## src/rtl/bypass_back_pkg.sv

```systemverilog
// bypass_back_pkg: shared state/source encodings and default widths for the bypass back merge
package bypass_back_pkg;
    typedef enum logic [1:0] {
        IDLE     = 2'd0,
        XFER_NF  = 2'd1,
        XFER_BYP = 2'd2
    } state_t;

    typedef enum logic {
        SRC_NF  = 1'b0,
        SRC_BYP = 1'b1
    } src_t;

    localparam int DATA_W_DEF  = 512;
    localparam int EMPTY_W_DEF = 6;
    localparam int META_W_DEF  = 128;
endpackage

```

## src/rtl/bypass_back_oreg.sv

```systemverilog
// bypass_back_oreg: single-entry valid/ready register slice; accepts when empty or being drained
module bypass_back_oreg #(
    parameter int W = 8
) (
    input  logic         clk,
    input  logic         rst_n,
    input  logic [W-1:0] in_data,
    input  logic         in_valid,
    output logic         in_ready,
    output logic [W-1:0] out_data,
    output logic         out_valid,
    input  logic         out_ready
);
    assign in_ready = !out_valid || out_ready;

    always_ff @(posedge clk or negedge rst_n)
        if (!rst_n)
            out_valid <= 1'b0;
        else if (in_ready)
            out_valid <= in_valid;

    always_ff @(posedge clk)
        if (in_valid && in_ready)
            out_data <= in_data;
endmodule

```

## src/rtl/bypass_back_merge.sv

```systemverilog
// bypass_back_merge: packet-granular round-robin merge of NF and bypass pkt/meta streams onto one egress pair
// Optional BYPASS_BACK_MERGE_STATS_EN adds nf_pkt_cnt/byp_pkt_cnt eop counters.
module bypass_back_merge
    import bypass_back_pkg::*;
#(
    parameter int DATA_W  = DATA_W_DEF,
    parameter int EMPTY_W = EMPTY_W_DEF,
    parameter int META_W  = META_W_DEF
) (
    input  logic               clk,
    input  logic               rst_n,
    input  logic [DATA_W-1:0]  nf_pkt_data,
    input  logic               nf_pkt_sop,
    input  logic               nf_pkt_eop,
    input  logic [EMPTY_W-1:0] nf_pkt_empty,
    input  logic               nf_pkt_valid,
    output logic               nf_pkt_ready,
    input  logic [META_W-1:0]  nf_meta_data,
    input  logic               nf_meta_valid,
    output logic               nf_meta_ready,
    input  logic [DATA_W-1:0]  byp_pkt_data,
    input  logic               byp_pkt_sop,
    input  logic               byp_pkt_eop,
    input  logic [EMPTY_W-1:0] byp_pkt_empty,
    input  logic               byp_pkt_valid,
    output logic               byp_pkt_ready,
    input  logic [META_W-1:0]  byp_meta_data,
    input  logic               byp_meta_valid,
    output logic               byp_meta_ready,
    output logic [DATA_W-1:0]  out_pkt_data,
    output logic               out_pkt_sop,
    output logic               out_pkt_eop,
    output logic [EMPTY_W-1:0] out_pkt_empty,
    output logic               out_pkt_valid,
    input  logic               out_pkt_ready,
    output logic [META_W-1:0]  out_meta_data,
    output logic               out_meta_valid,
    input  logic               out_meta_ready,
    output logic               orphan_err
`ifdef BYPASS_BACK_MERGE_STATS_EN
    ,
    output logic [31:0]        nf_pkt_cnt,
    output logic [31:0]        byp_pkt_cnt
`endif
);
    localparam int PW = DATA_W + EMPTY_W + 2;

    state_t            state;
    src_t              rr_last, gnt;
    logic              active, idle, nf_xfer, byp_xfer, nf_elig, byp_elig, gnt_v;
    logic              nf_done, byp_done, orphan, p_acc, m_acc, p_in_v;
    logic [PW-1:0]     p_in, p_out;
    logic [META_W-1:0] m_in;

    // active holds every ready low from reset assertion until the first edge after release
    always_comb begin
        idle           = active && state == IDLE;
        nf_xfer        = active && state == XFER_NF;
        byp_xfer       = active && state == XFER_BYP;
        nf_elig        = nf_meta_valid && nf_pkt_valid && nf_pkt_sop;
        byp_elig       = byp_meta_valid && byp_pkt_valid && byp_pkt_sop;
        gnt_v          = idle && (nf_elig || byp_elig);
        gnt            = (nf_elig && byp_elig) ? ((rr_last == SRC_NF) ? SRC_BYP : SRC_NF) : (nf_elig ? SRC_NF : SRC_BYP);
        nf_meta_ready  = gnt_v && gnt == SRC_NF && m_acc;
        byp_meta_ready = gnt_v && gnt == SRC_BYP && m_acc;
        m_in           = (gnt == SRC_NF) ? nf_meta_data : byp_meta_data;
        nf_pkt_ready   = nf_xfer ? p_acc : idle && nf_pkt_valid && !nf_pkt_sop;
        byp_pkt_ready  = byp_xfer ? p_acc : idle && byp_pkt_valid && !byp_pkt_sop;
        orphan         = idle && ((nf_pkt_valid && !nf_pkt_sop) || (byp_pkt_valid && !byp_pkt_sop));
        p_in           = byp_xfer ? {byp_pkt_data, byp_pkt_sop, byp_pkt_eop, byp_pkt_empty}
                                  : {nf_pkt_data, nf_pkt_sop, nf_pkt_eop, nf_pkt_empty};
        p_in_v         = (nf_xfer && nf_pkt_valid) || (byp_xfer && byp_pkt_valid);
        nf_done        = nf_xfer && nf_pkt_valid && p_acc && nf_pkt_eop;
        byp_done       = byp_xfer && byp_pkt_valid && p_acc && byp_pkt_eop;
    end

    always_ff @(posedge clk or negedge rst_n)
        if (!rst_n) begin
            active     <= 1'b0;
            state      <= IDLE;
            rr_last    <= SRC_BYP;
            orphan_err <= 1'b0;
        end else begin
            active <= 1'b1;
            if (orphan)
                orphan_err <= 1'b1;
            if (gnt_v && m_acc)
                state <= (gnt == SRC_NF) ? XFER_NF : XFER_BYP;
            else if (nf_done) begin
                state   <= IDLE;
                rr_last <= SRC_NF;
            end else if (byp_done) begin
                state   <= IDLE;
                rr_last <= SRC_BYP;
            end
        end

`ifdef BYPASS_BACK_MERGE_STATS_EN
    always_ff @(posedge clk or negedge rst_n)
        if (!rst_n) begin
            nf_pkt_cnt  <= '0;
            byp_pkt_cnt <= '0;
        end else begin
            nf_pkt_cnt  <= nf_pkt_cnt + 32'(nf_done);
            byp_pkt_cnt <= byp_pkt_cnt + 32'(byp_done);
        end
`endif

    bypass_back_oreg #(.W(PW)) u_pkt_oreg (
        .clk       (clk),
        .rst_n     (rst_n),
        .in_data   (p_in),
        .in_valid  (p_in_v),
        .in_ready  (p_acc),
        .out_data  (p_out),
        .out_valid (out_pkt_valid),
        .out_ready (out_pkt_ready)
    );

    bypass_back_oreg #(.W(META_W)) u_meta_oreg (
        .clk       (clk),
        .rst_n     (rst_n),
        .in_data   (m_in),
        .in_valid  (gnt_v),
        .in_ready  (m_acc),
        .out_data  (out_meta_data),
        .out_valid (out_meta_valid),
        .out_ready (out_meta_ready)
    );

    assign {out_pkt_data, out_pkt_sop, out_pkt_eop, out_pkt_empty} = p_out;
endmodule

```

## config.mk

```make
export PLATFORM = sky130hd
export DESIGN_NAME = bypass_back_merge
export DESIGN_NICKNAME = d
export VERILOG_FILES = /design/src/rtl/bypass_back_pkg.sv /design/src/rtl/bypass_back_oreg.sv /design/src/rtl/bypass_back_merge.sv
export SDC_FILE = /design/constraint.sdc
export NUM_CORES = 1
export LEC_CHECK = 0
export ABC_AREA = 1
export CAP_MARGIN = 25
export CORE_AREA = 2 2 764 766
export CTS_CLUSTER_DIAMETER = 150
export DETAILED_ROUTE_END_ITERATION = 10
export DIE_AREA = 0 0 766 768
export MAX_ROUTING_LAYER = met4
export PLACE_DENSITY = 0.31
export REMOVE_ABC_BUFFERS = 1
export SYNTH_ARGS = -nofsm -noshare
export SYNTH_HDL_FRONTEND = slang
export SYNTH_HIERARCHICAL = 1
export SYNTH_SLANG_ARGS = --single-unit
```

## constraint.sdc

```tcl
create_clock -name clk -period 55.2 [get_ports clk]
set_clock_uncertainty 0.2 [all_clocks]
set_input_delay 11.04 -clock clk [delete_from_list [all_inputs] [get_ports clk]]
set_output_delay 11.04 -clock clk [all_outputs]
set_load 0.05 [all_outputs]
```

==> Changelog: implementation, run 1 <==
### Metrics

- Finished Layout Cells: about 13k
- Sink Count: between 600 and 700
- Yosys aoi share: 0.000538
- CTS tree: yes
- Hold_ws: a little over 300 ps
- Chip Area, Yosys: 0.0279 sq mm
- Die area: just under 0.6 sq mm
- CTS clk-pin slew, worst paths: 60 ps
- Crit path max-delay cell type: clkdlybuf4s50_1
- DRT iter0 DRCs: between 2k and 2.5k
- Clock buffer depth: 4
- XOR/XNOR Fraction of Synth Area: 0
- Mean Syn Cell Area: approximately 10 sq um
- Worst-skew pair later-pin latency: slightly below 900 ps
- Simple-gate area share of the yosys netlist: 0.267
- # fillers: roughly 67k
- Rows: between 200 and 300
- DRC Markers: 0
- Top logic family: simple AND/OR/NAND/NOR gates
- Synth flops: 655
- Gr usage total: 0.137
- Critical path type: in2out
- R2R depth: 10
- GPL Wtd Cong: roughly 0.95
- Top cells by area: edfxtp_1 70%, nand2_1 26%, buf_2 2.1%, dfrtp_1 0.54%, buf_4 0.51%
- Worst rel slew slack: 0.221
- Tool warnings: 36
- Maximum vdd drop: between 0.00002 and 0.00003 V
- First-pass GRT wire length: 476 mm
- RSZ-0062 raised after global routing: false
- Post-CTS Hold Buffers: 0
- Die Ht: between 700 and 800 um
- Cells along the critical path: clkdlybuf4s50_1, nand3_1, nor2_4, inv_6, nor2_1, clkdlybuf4s50_1
- Post-synth seq share: 0.703
- Syn Inst Count: approximately 2.8k
- Worst Hold Class: reg2reg
- Max-Cap Viols: 0
- Pin count of the biggest net entering global routing: between 100 and 150
- Routed Antenna Nets: 0
- GRT met1 Usage: 0.146
- Static Leak: 22.0 nW
- I/O pin total: 1959
- Post-CTS Setup Inserts: 0
- Most used cell, CP: clkdlybuf4s50_1
- Yosys warns: 6
- Worst slew pin tran: between 1000 and 1500 ps
- Core Area: ~0.58 sq mm
- Minimum clock period: 25970 ps
- Outcome: finished, final reports clean
- Yosys top cell by area: edfxtp_1
- Final #Nets: about 6.1k
- CTS root buf: clkbuf_16
- DP Cell Count: 12.4k
- Drt first pass iters: 5
- Max-area cell share: 0.697
- CP top delay family: buffers and inverters
- Critical Path Sink Type: output pin
- Final Slew Violations: 0
- Worst EP arrival: ~15000 ps
- Adder share: 0
- Number of library cell types mapped by synthesis: 18
- Slowest stage delay, CP: approximately 940 ps
- Final HPWL DP: roughly 370 mm
- Worst path bufs/invs: 3
- Mapped cell area: approximately 0.028 sq mm
- Setup TNS: 0 ps
- CP max FO: roughly 58
- Vias in the first global route: a little over 30k
- Crit path required time: approximately 44000 ps
- Layout cells sized above 1: 0.0630
- H-tree depth: 3
- Worst hold path depth: 2
- Final setup fails: 0
- Via count: around 30k
- F_max: ~39 MHz
- Tot Pwr: roughly 2.1 mW
- Comb area: 0.00751 sq mm
- Yosys cell count: between 2k and 3k
- Reg area: about 0.02 sq mm
- PostCTS Resize Cnt: 0
- Fin crit share: 0.470
- Total grt overflow: 0
- Routed Wire Length: about 410 mm
- Fin. Hold Viols: 0
- Num CTS Buffers: between 100 and 150
- DIE WIDTH: around 770 um
- Mux cell area share: 0
- Port Buffers: about 2k
- Pwr Density: between 30 and 40 mW/mm^2
- Startpoint class of the critical path: input pin
- Syn-to-layout area delta: 122%
- WL per Instance: roughly 32 um
- Post-DR vias/cell: roughly 2.3
- Cell count along the critical path: 6
- Initial antenna violation count: approximately 300
- Initial Util: 0.0482
==> run 1: final timing paths <==
kind	startpoint	slack, ps	endpoint
max reg2reg	state[1]	49600	u_pkt_oreg/out_data[515]
min reg2reg	rr_last	310	rr_last
max	nf_pkt_valid	29230	nf_meta_ready
min in group asynchronous	rst_n	10290	state[1]
max in group asynchronous	rst_n	44130	u_pkt_oreg/out_valid
min	rr_last	310	rr_last
==> run 1: state kept, by name, summed over array words and instances (netlist names) <==
register / cells
u_pkt_oreg/out_data: 520
u_meta_oreg/out_data: 128
state: 2
active: 1
orphan_err: 1
rr_last: 1
u_meta_oreg/out_valid: 1
u_pkt_oreg/out_valid: 1
==> run 1: per-stage QoR <==
step	worst slack (ps)	area, sq um
3_5_place_dp	29110	57300
3_3_place_gp	29150	56700
2_1_floorplan	13410	27200
6_report	29230	62100
5_1_grt	29140	62000
4_1_cts	29110	60500
==> run 1: kinds of logic after synthesis <==
family	Yosys count
AND/OR/NAND/NOR	1982
flip-flops	655
buffers and inverters	156
AND-OR/OR-AND	3
other	1
==> run 1: power breakdown <==
part           switching, mW  leakage (nW)  internal, mW
Sequential            0.0186          6.01         0.640
Combinational          0.561          14.5         0.225
Clock                  0.285          1.55         0.380
==> run 1: worst min-delay path: stages, from the launching register on <==
cell	delay, ps
dfstp_2	370
nand3_1	70
nand2_1	60
==> run 1: layer usage <==
metal,vias up,share of wire
met2,2070,0.42
met4,0,0.032
met3,489,0.18
met5,-,0
li1,13200,-
met1,14200,0.38
==> run 1: layout make-up <==
type,count,area share
clock inverter,51,0.00746
inverter,14,0.00105
sequential,655,0.316
antenna,144,0.00580
timing repair buffer,2062,0.348
multi-input combinational,1986,0.121
tap,7755,0.156
clock buffer,134,0.0441
==> run 1: placed cells by master, fill, tap and decap left out, drive strengths merged <==
master,count
a21oi,2
buf,164
bufinv,7
clkbuf,134
clkdlybuf4s50,1898
clkinv,37
clkinvlp,4
conb,1
dfrtp,6
dfstp,1
diode,144
edfxtp,648
inv,17
nand2,1964
nand3,7
nand3b,1
nand4,2
nor2,8
o21ai,1
==> run 1: Yosys cell counts <==
library cell,number
a21oi_1,2
inv_1,12
nor2_1,6
nand3_1,7
o21ai_0,1
nand2_1,1964
dfstp_2,1
nor2_4,1
buf_2,117
nor2_2,1
nand4_1,2
buf_4,19
clkbuf_1,6
conb_1,1
nand3b_1,1
edfxtp_1,648
dfrtp_1,6
inv_2,2
run_1/met3.png
Cells faint in the background.
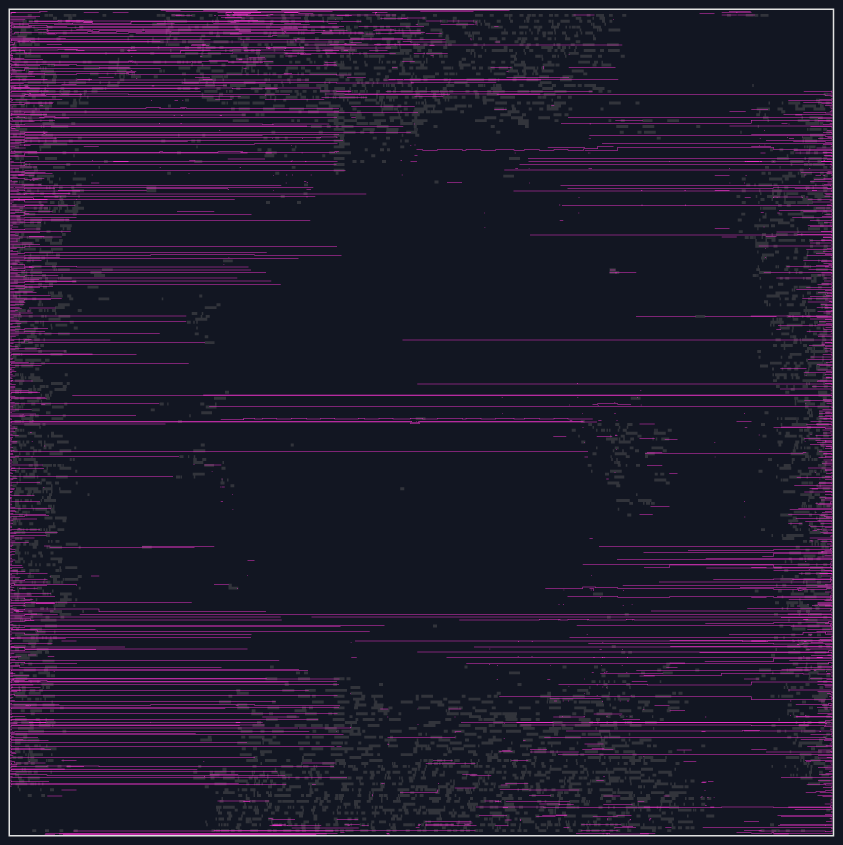
1347 nets have wire on it. The layer carries 72.1 mm of wire. The wires run mostly horizontal.

run_1/final_congestion.png
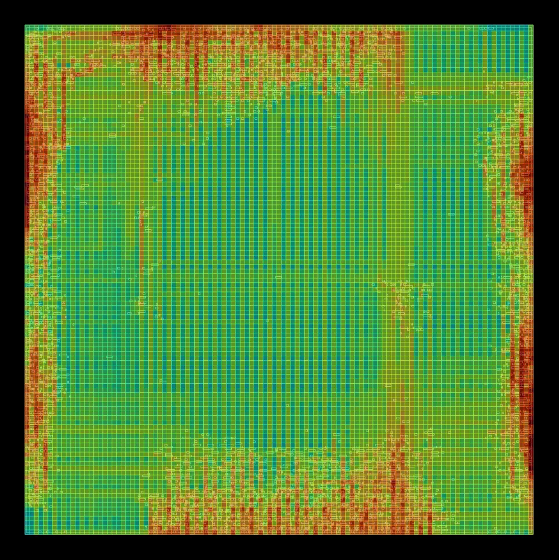
gr busiest metal: met2
fin util: 0.107
met2 Resource Use GR: 0.200
M3 GR Usage: 0.105

run_1/clock_map.png
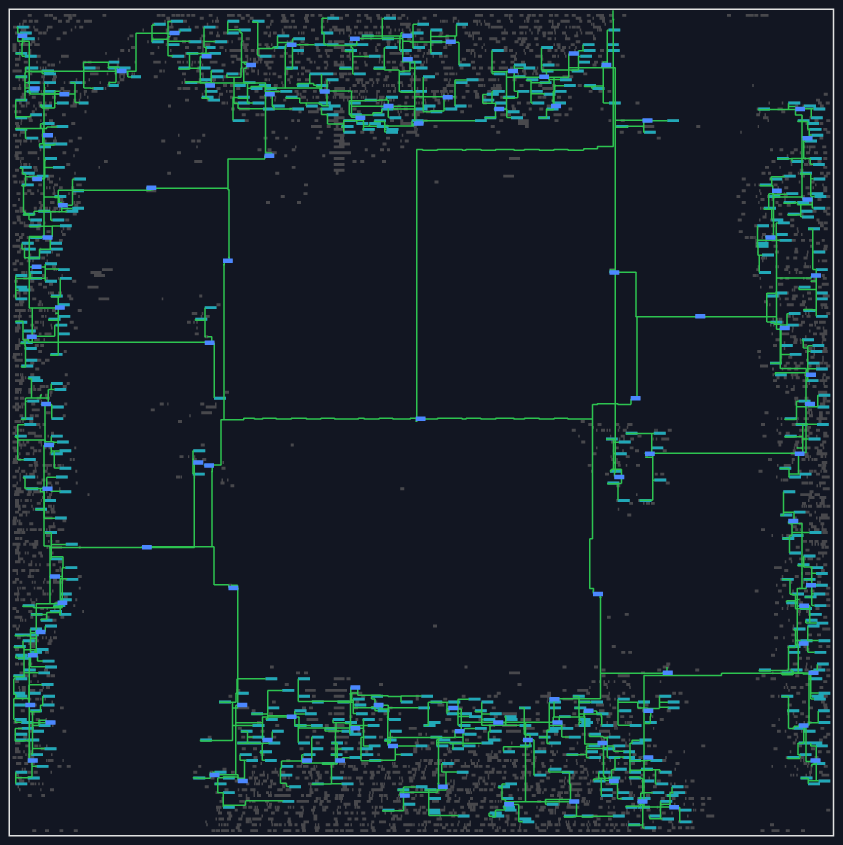
Blue marks cells driving clock nets, count 104. Cyan marks flip-flops, count 655. Green marks clock wires, length 16700 um.
There are 105 routed clock nets.

==> run 2: changes to the inputs <==
==> constraint.sdc (replaced) <==
create_clock -name clk -period 25.7 [get_ports clk]
set_clock_uncertainty 0.2 [all_clocks]
set_input_delay 5.14 -clock clk [delete_from_list [all_inputs] [get_ports clk]]
set_output_delay 5.14 -clock clk [all_outputs]
set_load 0.05 [all_outputs]
run_2/met3.png
Cells faint in the background.
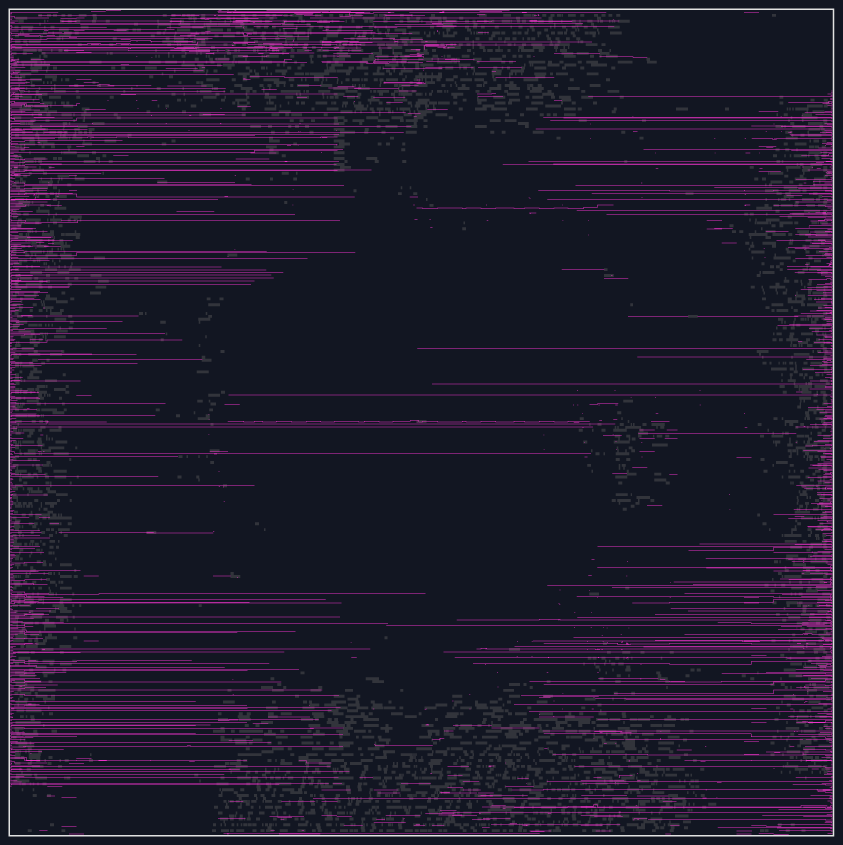
The layer carries 69.0 mm of wire. 1368 nets have wire on it. The wires run mostly horizontal.
M3 GR Usage: 0.105
via count: 30.4k
Routed Wire Length: 408 mm

==> Changelog: implementation, run 2 <==
### Metrics

- Yosys warns: 6
- Crit path required time: 20360 ps
- Initial Util: 0.0482
- Synth flops: around 660
- Post-CTS Hold Buffers: 0
- Syn Inst Count: between 2k and 3k
- Num CTS Buffers: roughly 100
- DRT iter0 DRCs: between 2k and 3k
- Critical Path Sink Type: output pin
- Final #Nets: a little over 6k
- Top cell excl fill/tap: nand2_1
- Sequential Power Share: 0.315
- Largest regs: u_pkt_oreg/out_data: 520 flops, u_meta_oreg/out_data: 128 flops, state: 2 flops
- R2R depth: 11
- Net Sw Power: ~1.8 mW
- Critical path type: in2out
- CTS clk-pin slew, worst paths: ~50 ps
- Max-area cell share: 0.697
- Initial antenna violation count: about 300
- Minimum clock period: approximately 15000 ps
- Pin count of the biggest net entering global routing: around 130
- Routed Antenna Nets: 0
- R2r setup slk: slightly above 20000 ps
- Worst Hold Class: reg2reg
- Final HPWL DP: 367 mm
- F_max: approximately 67 MHz
- CP Capture Point: nf_meta_ready
- Maximum vdd drop: roughly 0.000047 V
- GPL Wtd Cong: between 0.9 and 1
- CTS tree: yes
- Post-CTS Setup Inserts: 0
- Worst slew pin tran: about 1300 ps
- Worst rel slew slack: 0.152
- PostCTS Resize Cnt: 0
- Internal power: 2.65 mW
- Outcome: finished, final reports clean
- Post-synth seq share: 0.703
- Setup ws final: around 11000 ps
- Most used DFF post-synth: edfxtp_1
- RSZ-0062 raised after global routing: false
- Post-DR vias/cell: 2.38
- Port Buffers: 1958
- Max reg flops: 520
- Pwr Density: 72.5 mW/mm^2
- I/O pin total: 1959
- Die area: between 0.5 and 0.6 sq mm
- Clock share of power: 0.308
- Startpoint class of the critical path: input pin
- Fin. Hold Viols: 0
- Setup TNS: 0 ps
- Sw frac: 0.411
- CTS root buf: clkbuf_16
- Tool warnings: 34
- DRC Markers: 0
- Worst-skew pair later-pin latency: about 850 ps
- Rows: approximately 280
- Mean Syn Cell Area: 9.98 sq um
- Syn-to-layout area delta: 122%
- Max-Cap Viols: 0
- Die Ht: around 770 um
- Synth top cell by count: nand2_1
- Synth top cells by count: 1964 x nand2_1, 648 x edfxtp_1, 117 x buf_2
- DIE WIDTH: between 700 and 800 um
- Yosys top cell by area: edfxtp_1
- # fillers: ~67k
- FF-to-FF End: u_pkt_oreg/out_data[92]
- CP max FO: 53
run_2/final_congestion.png
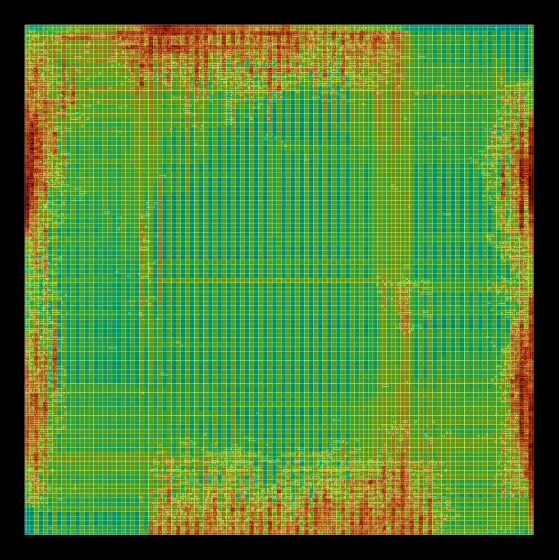
gr usage total: 0.137
fin util: 0.107
WL per Instance: 31.9 um
GRT met1 Usage: 0.147

[run 2: cell families (layout without fill, tap and decap cells)]
family                 Yosys count  count (layout)  share of synthesized area
and+or+nand+nor               1982            1982                      0.267
AOI/OAI and AO/OA                3               3                   0.000538
buffers and inverters          156            2261                     0.0288
DFF                            655             655                      0.703
other                            1             137                   0.000134
[run 2: layout make-up]
cell class / count / area [sq um] / share of cell area
Sequential cell: 655 / 19600 / 0.316
Clock inverter: 58 / 485 / 0.00782
Inverter: 14 / 65.1 / 0.00105
Clock buffer: 125 / 2620 / 0.0422
Antenna cell: 136 / 340 / 0.00548
Timing Repair Buffer: 2064 / 21700 / 0.350
Tap cell: 7755 / 9700 / 0.156
Multi-Input combinational cell: 1986 / 7510 / 0.121
[run 2: worst min-delay path by stage]
stage	end	cells past startpoint	start
3_3_place_gp	orphan_err	1	orphan_err
5_1_grt	orphan_err	1	orphan_err
3_5_place_dp	orphan_err	1	orphan_err
4_1_cts	orphan_err	1	orphan_err
2_1_floorplan	rr_last	2	rr_last
6_report	orphan_err	1	orphan_err
[run 2: layer usage]
metal  routed length (um)  up-vias  part of all wire  track usage
met3                69000      467              0.17        0.105
met2               169000     2148              0.41        0.199
met1               157000    14600              0.38        0.147
li1                     -    13200                 -            -
met4                13300        0             0.032       0.0341
met5                    0        -                 0            -
[run 2: through the flow]
stage | cell area [sq um] | hold slack [ps] | util
detailed placement | 57500 | 255 | 0.0992
finish | 62100 | 281 | 0.107
floorplan | 27200 | 262 | -
global route | 62000 | 297 | 0.107
CTS | 60600 | 281 | 0.105
global placement | 56600 | 261 | 0.0977
[run 2: critical path, stage by stage]
cell	delay, ps
clkdlybuf4s50_1	710
nand3_1	380
nor2_4	890
buf_4	620
inv_6	340
nor2_1	310
clkdlybuf4s50_1	1020
[run 2: power groups by stage]
stage | Clock (mW) | Sequential, mW | Combinational (mW)
6_report | 1.39 | 1.42 | 1.70
5_1_grt | 1.48 | 1.43 | 1.81
4_1_cts | 1.46 | 1.42 | 1.72
3_5_place_dp | 0 | 1.44 | 1.72
3_3_place_gp | 0 | 1.44 | 1.69
2_1_floorplan | 0 | 1.92 | 0.397
==> run 3: changes to the inputs <==
==> constraint.sdc (replaced) <==
create_clock -name clk -period 15.5 [get_ports clk]
set_clock_uncertainty 0.2 [all_clocks]
set_input_delay 3.1 -clock clk [delete_from_list [all_inputs] [get_ports clk]]
set_output_delay 3.1 -clock clk [all_outputs]
set_load 0.05 [all_outputs]
run_3/clock_map.png
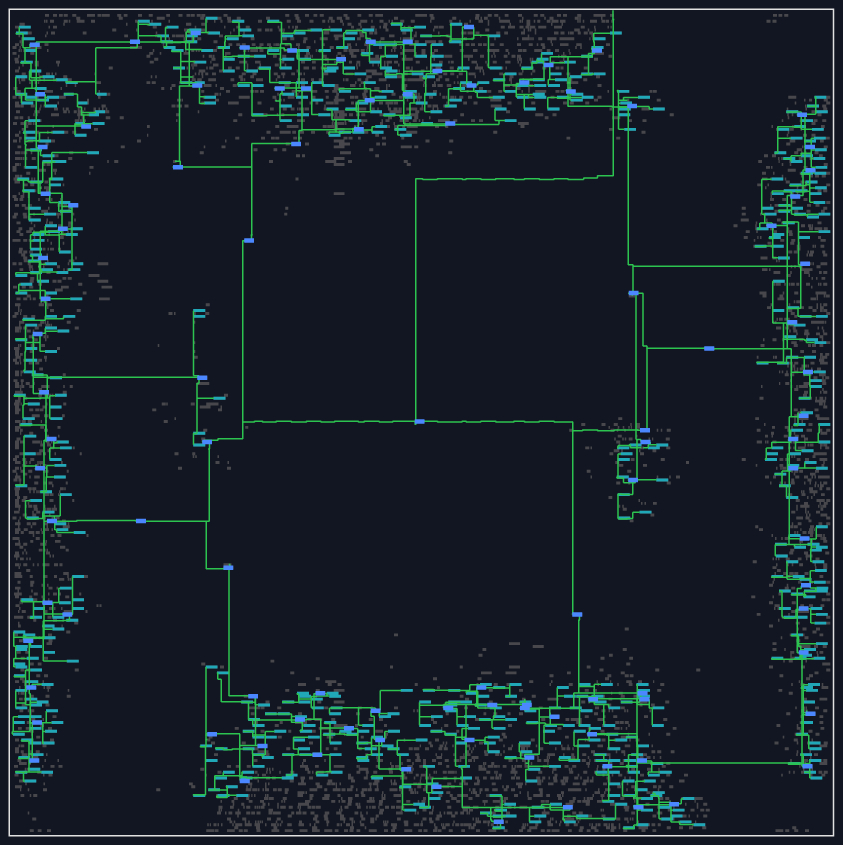
Green marks clock wires, length 16700 um. Cyan marks flip-flops, count 655. Blue marks cells driving clock nets, count 103.
There are 104 routed clock nets.
clk pwr: 2.42 mW
clock share of power: 0.320
worst-skew pair later-pin latency: 870 ps

==> Changelog: implementation, run 3 <==
### Metrics

- Outcome: finished, final reports clean
- I/O pin total: ~2.0k
- Synth top cells by count: 1964 x nand2_1, 648 x edfxtp_1, 117 x buf_2
- Mean Syn Cell Area: approximately 10 sq um
- CTS tree: yes
- CTS clk-pin slew, worst paths: 60 ps
- Syn-to-layout area delta: 122%
- Die area: approximately 0.59 sq mm
- Minimum clock period: ~10000 ps
- Final setup fails: 0
- Synth flops: around 660
- Post-CTS Setup Inserts: 0
- Setup TNS: 0 ps
- Worst EP arrival: around 7100 ps
- PostCTS Resize Cnt: 0
- Area after DPL: ~0.057 sq mm
- DIE WIDTH: 766 um
- Worst rel slew slack: 0.181
- Critical Path Sink Type: output pin
- Most used DFF post-synth: edfxtp_1
- Num CTS Buffers: roughly 100
- Critical path type: in2out
- Startpoint class of the critical path: input pin
- Final HPWL DP: between 300 and 400 mm
- Post-CTS Hold Buffers: 0
- Worst Hold Class: reg2reg
- Drt first pass iters: 5
- Hold_ws: 270 ps
- Pin count of the biggest net entering global routing: 139
- Die Ht: roughly 770 um
- Rows: roughly 280
- H-tree depth: 3
- Routed Wire Length: about 410 mm
- Final #Nets: 6118
- Initial antenna violation count: between 200 and 300
- Largest regs: u_pkt_oreg/out_data: 520 flops, u_meta_oreg/out_data: 128 flops, state: 2 flops
- Mapped cell area: approximately 0.028 sq mm
- Yosys warns: 6
- Worst r2r src: state[1]
- Static Leak: between 20 and 25 nW
- R2r setup slk: 10310 ps
- Internal power: about 4.5 mW
- Sequential Power Share: 0.311
- Final Slew Violations: 0
- Top cell excl fill/tap: nand2_1
- CP max FO: 72
- # fillers: between 60k and 70k
- Total grt overflow: 0
- Worst Hold End: orphan_err
- DRT iter0 DRCs: approximately 2.2k
- DRC Markers: 0
- Largest reg by FF count: u_pkt_oreg/out_data
- Max-area cell share: 0.697
- GPL Wtd Cong: ~0.98
- R2R depth: 10
- FF-to-FF End: u_pkt_oreg/out_data[112]
- Maximum vdd drop: between 0.0001 and 0.00015 V
- Clock buffer depth: 4
- Crit path required time: about 12000 ps
- Tot Pwr: ~7.5 mW
- Max-Cap Viols: 0
- Tool warnings: 31
- Initial Util: 0.0482
- Post-Layout Inst Area: ~0.062 sq mm
- Post-synth seq share: 0.703
- Via count: 30.0k
- Chip Area, Yosys: between 0.02 and 0.03 sq mm
run_3/final_congestion.png
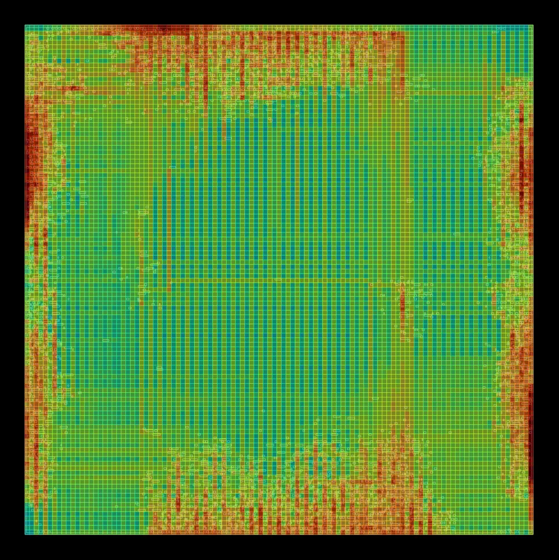
GRT met1 Usage: 0.152
M3 GR Usage: 0.0969
gr usage total: 0.138
met2 Resource Use GR: 0.201

==> run 3: cell counts after synthesis <==
Identical to the previous run, type by type.
==> run 3: cells by family after synthesis <==
group	Yosys count	share of synthesized area
and+or+nand+nor	1982	0.267
DFF	655	0.703
AOI/OAI and AO/OA	3	0.000538
buffers and inverters	156	0.0288
other	1	0.000134
==> run 3: routing by layer <==
layer / GRT usage / part of all wire
met5: - / 0
met4: 0.0312 / 0.028
met3: 0.0969 / 0.16
met2: 0.201 / 0.42
met1: 0.152 / 0.39
==> run 3: power groups by stage <==
stage / Sequential (mW) / Combinational (mW) / Clock [mW]
after CTS: 2.35 / 2.84 / 2.53
after detailed placement: 2.38 / 2.83 / 0
final: 2.35 / 2.78 / 2.42
after global placement: 2.38 / 2.80 / 0
after floorplan: 3.18 / 0.659 / 0
after global routing: 2.36 / 2.96 / 2.57
==> run 3: area by class of cell <==
cell class                      count  area [sq um]  area share
Timing Repair Buffer             2054         21500       0.346
Clock buffer                      117          2650      0.0427
Sequential cell                   655         19600       0.317
Antenna cell                      151           378     0.00609
Tap cell                         7755          9700       0.156
Clock inverter                     68           624      0.0101
Multi-Input combinational cell   1986          7510       0.121
Inverter                           14          65.1     0.00105
==> run 3: how the worst max path moves through the flow <==
stage	startpoint	end	slack, ps	depth (start not counted)
2_1_floorplan	state[0]	u_pkt_oreg/out_data[0]	-26290	5
3_5_place_dp	byp_pkt_valid	nf_meta_ready	4610	8
6_report	byp_pkt_valid	nf_meta_ready	5080	8
3_3_place_gp	byp_pkt_sop	nf_meta_ready	4550	8
4_1_cts	byp_pkt_valid	nf_meta_ready	4590	8
5_1_grt	byp_pkt_valid	nf_meta_ready	5100	8
==> run 3: critical path, cell delays in order <==
cell and delay, ps:
clkdlybuf4s50_1 610, nand3_1 420, nor2_1 130, nor2_4 300, buf_4 580, inv_6 390, nor2_1 400, clkdlybuf4s50_1 1050
==> run 3: stage by stage <==
stage	cells	util
after floorplan	2655	-
after global placement	12400	0.0977
after detailed placement	12400	0.0991
after CTS	12600	0.105
after global routing	12800	0.107
final	12800	0.107
Power and IR drop assume default switching activity.
